==> run_1/pinout.png <==
Pins as bars across the die edge, other pins in gray.
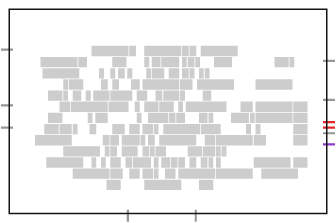
==> run_1/clock_wires.png <==
Bar = 20 µm.
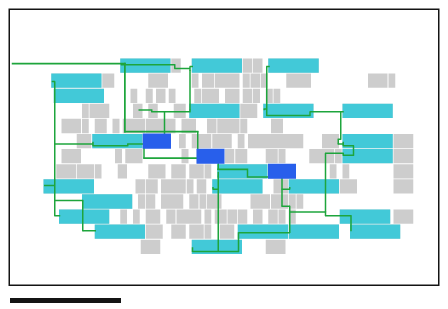
==> run_1/layers.png <==
Bar = 20 µm.
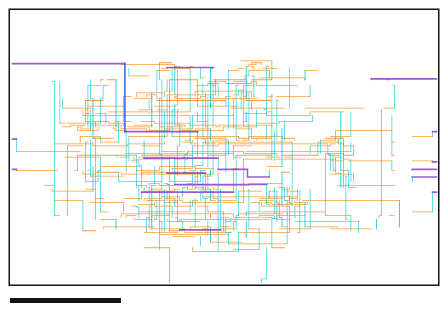
==> run_1/ff_map.png <==
Other sequential cells in the stronger gray, the rest of the logic in the fainter gray.
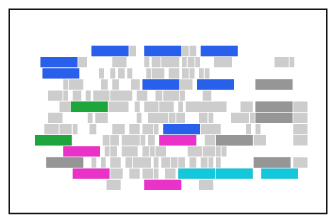
[config.mk]
export PLATFORM = sky130hd
export DESIGN_NAME = door_lock_ctrl
export DESIGN_NICKNAME = d
export VERILOG_FILES = /design/src/rtl/door_lock_ctrl.sv
export SDC_FILE = /design/constraint.sdc
export NUM_CORES = 1
export LEC_CHECK = 0
export CAP_MARGIN = 20
export CORE_ASPECT_RATIO = 0.6
export CORE_MARGIN = 4
export CORE_UTILIZATION = 45
export DETAILED_ROUTE_END_ITERATION = 12
export PLACE_DENSITY = 0.75
export RECOVER_POWER = 100
export SLEW_MARGIN = 25
export SYNTH_ARGS = -nofsm -noshare
export SYNTH_HDL_FRONTEND = slang
export SYNTH_SLANG_ARGS = --single-unit
[constraint.sdc]
create_clock -name clk -period 4.3 [get_ports clk]
set_input_delay 0.645 -clock clk [delete_from_list [all_inputs] [get_ports clk]]
set_output_delay 0.645 -clock clk [all_outputs]
set_load 0.005 [all_outputs]
[src/rtl/door_lock_ctrl.sv]
// rtl/door_lock_ctrl.sv - keypad code-entry sequencer with door-open hold and alarm lockout
module door_lock_ctrl #(
    parameter int                  CODE_LEN      = 4,
    parameter logic [CODE_LEN-1:0] CODE          = 4'b1011,
    parameter int                  MAX_FAIL      = 3,
    parameter int                  UNLOCK_CYCLES = 8,
    parameter int                  LOCK_CYCLES   = 16
) (
    input  logic       clk,
    input  logic       rst,
    input  logic       enter,
    input  logic       key_vld,
    input  logic       key_bit,
    output logic       door_open,
    output logic       alarm,
    output logic       entry_active,
    output logic       bad_code,
    output logic [1:0] fail_cnt
);

    localparam logic [3:0] LAST_BIT = 4'(CODE_LEN - 1);
    localparam logic [7:0] UNLOCK_T = 8'(UNLOCK_CYCLES);
    localparam logic [7:0] LOCK_T   = 8'(LOCK_CYCLES);
    localparam logic [1:0] FAIL_LIM = 2'(MAX_FAIL);

    typedef enum logic [1:0] {IDLE, ENTRY, OPEN, LOCKOUT} state_t;

    state_t              state, state_n;
    logic [CODE_LEN-2:0] shift, shift_n;
    logic [3:0]          bit_cnt, bit_cnt_n;
    logic [7:0]          timer, timer_n;
    logic [1:0]          fail_n;
    logic [1:0]          fail_inc;
    logic                bad_n;
    logic [CODE_LEN-1:0] attempt;

    // The completing key is compared directly, so only CODE_LEN-1 bits are stored.
    assign attempt  = {shift, key_bit};
    assign fail_inc = fail_cnt + 2'd1;

    always_ff @(posedge clk or posedge rst) begin
        if (rst) begin
            state        <= IDLE;
            shift        <= '0;
            bit_cnt      <= '0;
            timer        <= '0;
            fail_cnt     <= '0;
            door_open    <= 1'b0;
            alarm        <= 1'b0;
            entry_active <= 1'b0;
            bad_code     <= 1'b0;
        end else begin
            state        <= state_n;
            shift        <= shift_n;
            bit_cnt      <= bit_cnt_n;
            timer        <= timer_n;
            fail_cnt     <= fail_n;
            door_open    <= (state_n == OPEN);
            alarm        <= (state_n == LOCKOUT);
            entry_active <= (state_n == ENTRY);
            bad_code     <= bad_n;
        end
    end

    always_comb begin
        state_n   = state;
        shift_n   = shift;
        bit_cnt_n = bit_cnt;
        timer_n   = timer;
        fail_n    = fail_cnt;
        bad_n     = 1'b0;
        case (state)
            IDLE: begin
                if (enter) begin
                    state_n   = ENTRY;
                    shift_n   = '0;
                    bit_cnt_n = '0;
                end
            end
            ENTRY: begin
                // enter wins over a coincident key: the attempt restarts empty.
                if (enter) begin
                    shift_n   = '0;
                    bit_cnt_n = '0;
                end else if (key_vld) begin
                    shift_n   = attempt[CODE_LEN-2:0];
                    bit_cnt_n = bit_cnt + 4'd1;
                    if (bit_cnt == LAST_BIT) begin
                        bit_cnt_n = '0;
                        if (attempt == CODE) begin
                            state_n = OPEN;
                            timer_n = UNLOCK_T;
                            fail_n  = '0;
                        end else begin
                            bad_n = 1'b1;
                            if (fail_inc >= FAIL_LIM) begin
                                fail_n  = FAIL_LIM;
                                state_n = LOCKOUT;
                                timer_n = LOCK_T;
                            end else begin
                                fail_n  = fail_inc;
                                state_n = IDLE;
                            end
                        end
                    end
                end
            end
            OPEN: begin
                timer_n = timer - 8'd1;
                if (timer == 8'd1) begin
                    state_n = IDLE;
                end
            end
            LOCKOUT: begin
                timer_n = timer - 8'd1;
                if (timer == 8'd1) begin
                    state_n = IDLE;
                    fail_n  = '0;
                end
            end
            default: state_n = IDLE;
        endcase
    end

endmodule
==> qor.csv, run 1 <==
stage;metric;value;unit
worst_setup_path;r2r setup slk;2160;ps
worst_setup_path;RR Startpoint;state[1];
power;internal power;284;µW
yosys;YS chip area;1290;µm²
timing;Setup Skew;7.01;ps
clock_network;CTS Root Cell;clkbuf_8;
layout;Commonest Layout Cell;dfrtp_1;
yosys;Yosys top cell by instances;dfrtp_1;
timing;hold_ws;520;ps
worst_setup_path;R2R Path End;door_open;
flow_run;Tool Warnings;27;
route;DRC;0;
worst_setup_path;crit-path max FO;8;
layout;max reg flops;8;
yosys;Post-synth ARST share;100;%
global_route;Global Route Usage Sum;14.1;%
layout;fill cell count;237;
yosys;post-synth top area cell;dfrtp_1;
timing;Setup violations, final;0;
outcome;status;finished, final reports clean;
floorplanning;Core ar.;2610;µm²
hold_path;Hold WC Path Type;reg2reg;
yosys;Main logic family;simple AND/OR/NAND/NOR gates;
clock_network;Clk pin slew, worst setup/hold paths;80;ps
layout;Non-Filler Instances;169;
yosys;aoi share;20.2;%
worst_setup_path;number of stages on the worst setup path;5;
route;Metal-1 WL;1370;µm
layout;# nets final;147;
yosys;yosys simple share;20.7;%
worst_setup_path;crit path DRT;4470;ps
route;Routed Wire Length;2490;µm
global_route;first-pass GRT wire length;4280;µm
global_route;largest net degree at the start of global routing;24;
layout;Biggest Area Class;logic gates;
global_route;GR peak layer;met1;
clock_network;clk sinks;23;
route;WL met3;136;µm
global_route;GR Util met2;18.2;%
yosys;Mapped Area;1290;µm²
power;Seq pwr share;60.2;%
clock_network;Max Root-Sink Buffers;2;
worst_setup_path;Worst Setup Path Type;in2reg;
layout;flip-flops;23;
floorplanning;n_taps;32;
placement;Placed Area;1390;µm²
layout;Clock-cell share;3.29;%
layout;Inverters;12;
yosys;Cell Type Count;41;
floorplanning;# rows;14;
worst_setup_path;CP max-delay cell;dlygate4sd3_1;
worst_setup_path;CP Buf/Inv Count;1;
power;Power Density;256;nW/µm²
yosys;yosys cell count;128;
timing;Slew Viols, Final;0;
hold_path;worst hold path depth;1;
worst_setup_path;CP startpoint;enter;
layout;largest register by flop count;timer;
timing;setup ws final;1680;ps
worst_setup_path;crit path DAT;2790;ps
timing;Final Hold Violating Endpoints;0;
Notes on pinout.png above:
Purple shows bad_code, pins 1, direction output, edge right. Red shows fail_cnt, pins 2, direction output, edge right.
Die Width: 77.1 µm
Die Height: 49.5 µm

Notes on clock_wires.png above:
Blue shows clock-net drivers, count 3. Green shows clock wires, length 297 µm. Cyan shows flip-flops, count 23.
There are 4 routed clock nets.

Notes on layers.png above:
Cyan shows M2, wire length 975 µm. Blue shows M4, wire length 12.2 µm. Orange shows M1, wire length 1370 µm. Purple shows M3, wire length 137 µm.

Notes on ff_map.png above:
Cyan shows shift, placed flops 3. Blue shows timer, placed flops 8. Magenta shows bit_cnt, placed flops 4. Green shows state, placed flops 2.
fin util: 54.0%
Seq. cell area: 576 µm²
flop share of the area: 40.9%
Seq. pwr: 217 µW

==> inputs of run 2 (changes only) <==
Clock period 4.3 ns to 2.7 ns, I/O delays scaled along.
==> run_2/clock_wires.png <==
Bar = 20 µm.
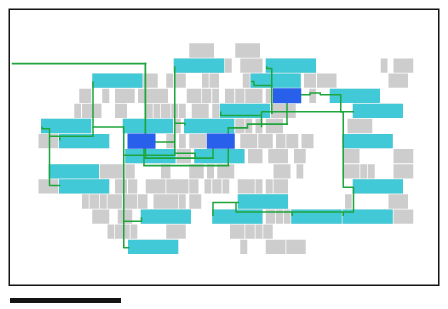
Cyan shows flip-flops, count 23. Green shows clock wires, length 309 µm. Blue shows clock-net drivers, count 3.
There are 4 routed clock nets.
worst skew pair latency: 270 ps
Clk pwr share: 37.3%

==> qor.csv, run 2 <==
stage;metric;value;unit;change
worst_setup_path;crit path DAT;2320;ps;was 2790 ps
worst_setup_path;CP max-delay cell;dlygate4sd3_1;;unchanged
placement;Placed Area;1400;µm²;was 1390 µm²
route;met2 WL;1120;µm;was 974 µm
power;Final Power;577;µW;was 360 µW
timing;Setup violations, final;0;;unchanged
clock_network;clk sinks;23;;unchanged
global_route;GR peak layer;met1;;unchanged
global_route;first-pass GRT wire length;4350;µm;was 4280 µm
yosys;Mapped Area;1290;µm²;unchanged
layout;flop share of the area;41.1;%;was 40.9%
route;Routed Wire Length;2600;µm;was 2490 µm
worst_setup_path;CP endpoint;timer[5];;was door_open
layout;Inverters;12;;unchanged
yosys;Yosys top cell by instances;dfrtp_1;;unchanged
layout;largest register by flop count;timer;;unchanged
timing;Slew Viols, Final;0;;unchanged
worst_setup_path;crit path DRT;2890;ps;was 4470 ps
route;Metal-1 WL;1290;µm;was 1370 µm
worst_setup_path;CP Buf/Inv Count;1;;unchanged
layout;Clock-cell share;3.21;%;was 3.29%
timing;Setup Skew;2.60;ps;was 7.01 ps
floorplanning;n_taps;32;;unchanged
route;DRC;0;;unchanged
flow_run;# Max-Cap Violations;0;;unchanged
yosys;Cell Type Count;41;;unchanged
floorplanning;Die Height;49.5;µm;unchanged
yosys;Synth Area per Inst;10.1;µm²;unchanged
clock_network;CTS Root Cell;clkbuf_8;;unchanged
global_route;Global Route Usage Sum;14.6;%;was 14.1%
floorplanning;Die Width;77.1;µm;unchanged
layout;flip-flops;23;;unchanged
worst_setup_path;RR Startpoint;timer[4];;was state[1]
clock_network;total CTS buffers;3;;unchanged
placement;Setup WS pre-CTS;543;ps;was 1840 ps
global_route;GR Util met2;20.2;%;was 18.2%
yosys;Main logic family;simple AND/OR/NAND/NOR gates;;unchanged
layout;Commonest Layout Cell;dfrtp_1;;unchanged
route;vias post-DR;975;;was 962
layout;Top Layout Cells;dfrtp_1, nand2_1, inv_1;;unchanged
clock_network;CTS tree;done;;unchanged
layout;bufs w/o clock;11;;was 10
yosys;XOR-XNOR Cells, Area Fraction;0;%;unchanged
power;Seq pwr share;59.9;%;was 60.2%
layout;fin util;53.7;%;was 54.0%
layout;fill cell count;222;;was 237
power;NetSw;121;µW;was 75.9 µW
timing;hold_ws;509;ps;was 520 ps
floorplanning;# rows;14;;unchanged
floorplanning;# IOs;11;;unchanged
layout;# nets final;148;;was 147
yosys;yosys simple share;20.7;%;unchanged
worst_setup_path;reg2reg path depth;4;;unchanged
global_route;GRT met3 Usage;5.09;%;was 4.00%
clock_network;Clk pin slew, worst setup/hold paths;80;ps;about the same
global_route;largest net degree at the start of global routing;24;;unchanged
layout;Biggest Area Class;logic gates;;unchanged
worst_setup_path;R2R Path End;state[0];;was door_open
power;Seq. pwr;345;µW;was 217 µW
worst_setup_path;crit-path max FO;8;;unchanged
route;WL met3;178;µm;was 136 µm
hold_path;worst hold path depth;1;;unchanged
yosys;top cells by count;dfrtp_1, nand2_1, inv_1;;unchanged
power;Logic pwr share;2.8;%;was 2.7%
worst_setup_path;CP startpoint;key_bit;;was enter
power;internal power;456;µW;was 284 µW
floorplanning;Core ar.;2610;µm²;unchanged
worst_setup_path;number of stages on the worst setup path;5;;unchanged
power;Power Density;412;nW/µm²;was 256 nW/µm²
worst_setup_path;r2r setup slk;590;ps;was 2160 ps
layout;Non-Filler Instances;170;;was 169
layout;max reg flops;8;;unchanged
flow_run;Tool Warnings;27;;unchanged
yosys;yosys warns;0;;unchanged
hold_path;Hold WC Path Type;reg2reg;;unchanged
worst_setup_path;Crit. End Element;flip-flop;;unchanged
clock_network;post-CTS setup buffers;0;;unchanged
layout;Seq. cell area;576;µm²;unchanged
clock_network;Max Root-Sink Buffers;2;;unchanged
yosys;YS chip area;1290;µm²;unchanged
timing;setup ws final;577;ps;was 1680 ps
yosys;Post-synth ARST share;100;%;unchanged
route;Iter 0 DRT Violations;76;;was 55
timing;Final Hold Violating Endpoints;0;;unchanged
outcome;status;finished, final reports clean;;unchanged
worst_setup_path;Worst Setup Path Type;in2reg;;unchanged
yosys;aoi share;20.2;%;unchanged
yosys;yosys cell count;128;;unchanged
yosys;post-synth top area cell;dfrtp_1;;unchanged
power;highest ir drop seen on vdd;0.296;mV;was 0.139 mV
==> inputs of run 3 (changes only) <==
Settings changed: PLACE_DENSITY 0.75 to 0.77.
Clock period 2.7 ns to 1.8 ns, I/O delays scaled along.
==> run_3/ff_map.png <==
Other sequential cells in the stronger gray, the rest of the logic in the fainter gray.
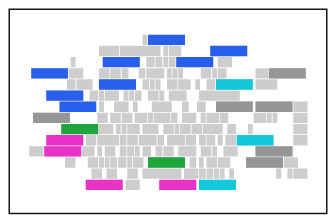
Blue shows timer, placed flops 8. Magenta shows bit_cnt, placed flops 4, where bottom left. Cyan shows shift, placed flops 3. Green shows state, placed flops 2.
Another 6 sequential cells are not colored.

==> qor.csv, run 3 <==
stage;metric;value;unit;change
yosys;Main logic family;simple AND/OR/NAND/NOR gates;;unchanged
worst_setup_path;CP max-delay cell;or4bb_1;;was dlygate4sd3_1
yosys;yosys simple share;20.7;%;unchanged
layout;Biggest Area Class;logic gates;;unchanged
timing;setup ws final;46.3;ps;was 577 ps
worst_setup_path;R2R Path End;timer[4];;was state[0]
power;internal power;688;µW;was 456 µW
worst_setup_path;Crit. End Element;flip-flop;;unchanged
yosys;Yosys top cell by instances;dfrtp_1;;unchanged
layout;Clock-cell share;2.83;%;was 3.21%
worst_setup_path;reg2reg path depth;6;;was 4
layout;largest register by flop count;timer;;unchanged
timing;hold_ws;512;ps;was 509 ps
placement;Placed Area;1520;µm²;was 1400 µm²
power;NetSw;178;µW;was 121 µW
yosys;Synth Area per Inst;10.1;µm²;unchanged
route;vias post-DR;1085;;was 975
power;Power Density;543;nW/µm²;was 412 nW/µm²
clock_network;CTS tree;done;;unchanged
yosys;YS chip area;1290;µm²;unchanged
layout;Seq. cell area;576;µm²;unchanged
layout;fill cell count;200;;was 222
clock_network;Clk pin slew, worst setup/hold paths;80;ps;about the same
layout;Inverters;12;;unchanged
power;Logic pwr share;3.6;%;was 2.8%
power;highest ir drop seen on vdd;0.270;mV;was 0.296 mV
timing;Final Hold Violating Endpoints;0;;unchanged
layout;# nets final;166;;was 148
worst_setup_path;CP endpoint;timer[4];;was timer[5]
layout;Commonest Layout Cell;dfrtp_1;;unchanged
outcome;status;finished, final reports clean;;unchanged
clock_network;post-CTS setup buffers;0;;unchanged
worst_setup_path;number of stages on the worst setup path;6;;was 5
floorplanning;# rows;14;;unchanged
timing;Slew Viols, Final;0;;unchanged
worst_setup_path;CP startpoint;bit_cnt[0];;was key_bit
global_route;largest net degree at the start of global routing;24;;unchanged
yosys;yosys warns;0;;unchanged
layout;Top Layout Cells;dfrtp_1, nand2_1, buf_4;;was dfrtp_1, nand2_1, inv_1
route;met2 WL;1310;µm;was 1120 µm
clock_network;worst skew pair latency;270;ps;about the same
yosys;XOR-XNOR Cells, Area Fraction;0;%;unchanged
global_route;GRT met3 Usage;5.64;%;was 5.09%
yosys;post-synth top area cell;dfrtp_1;;unchanged
floorplanning;n_taps;32;;unchanged
floorplanning;Die Height;49.5;µm;unchanged
clock_network;Max Root-Sink Buffers;2;;unchanged
clock_network;CTS Root Cell;clkbuf_8;;unchanged
route;DRC;0;;unchanged
hold_path;worst hold path depth;2;;was 1
Power is estimated from default activity; no workload was simulated.
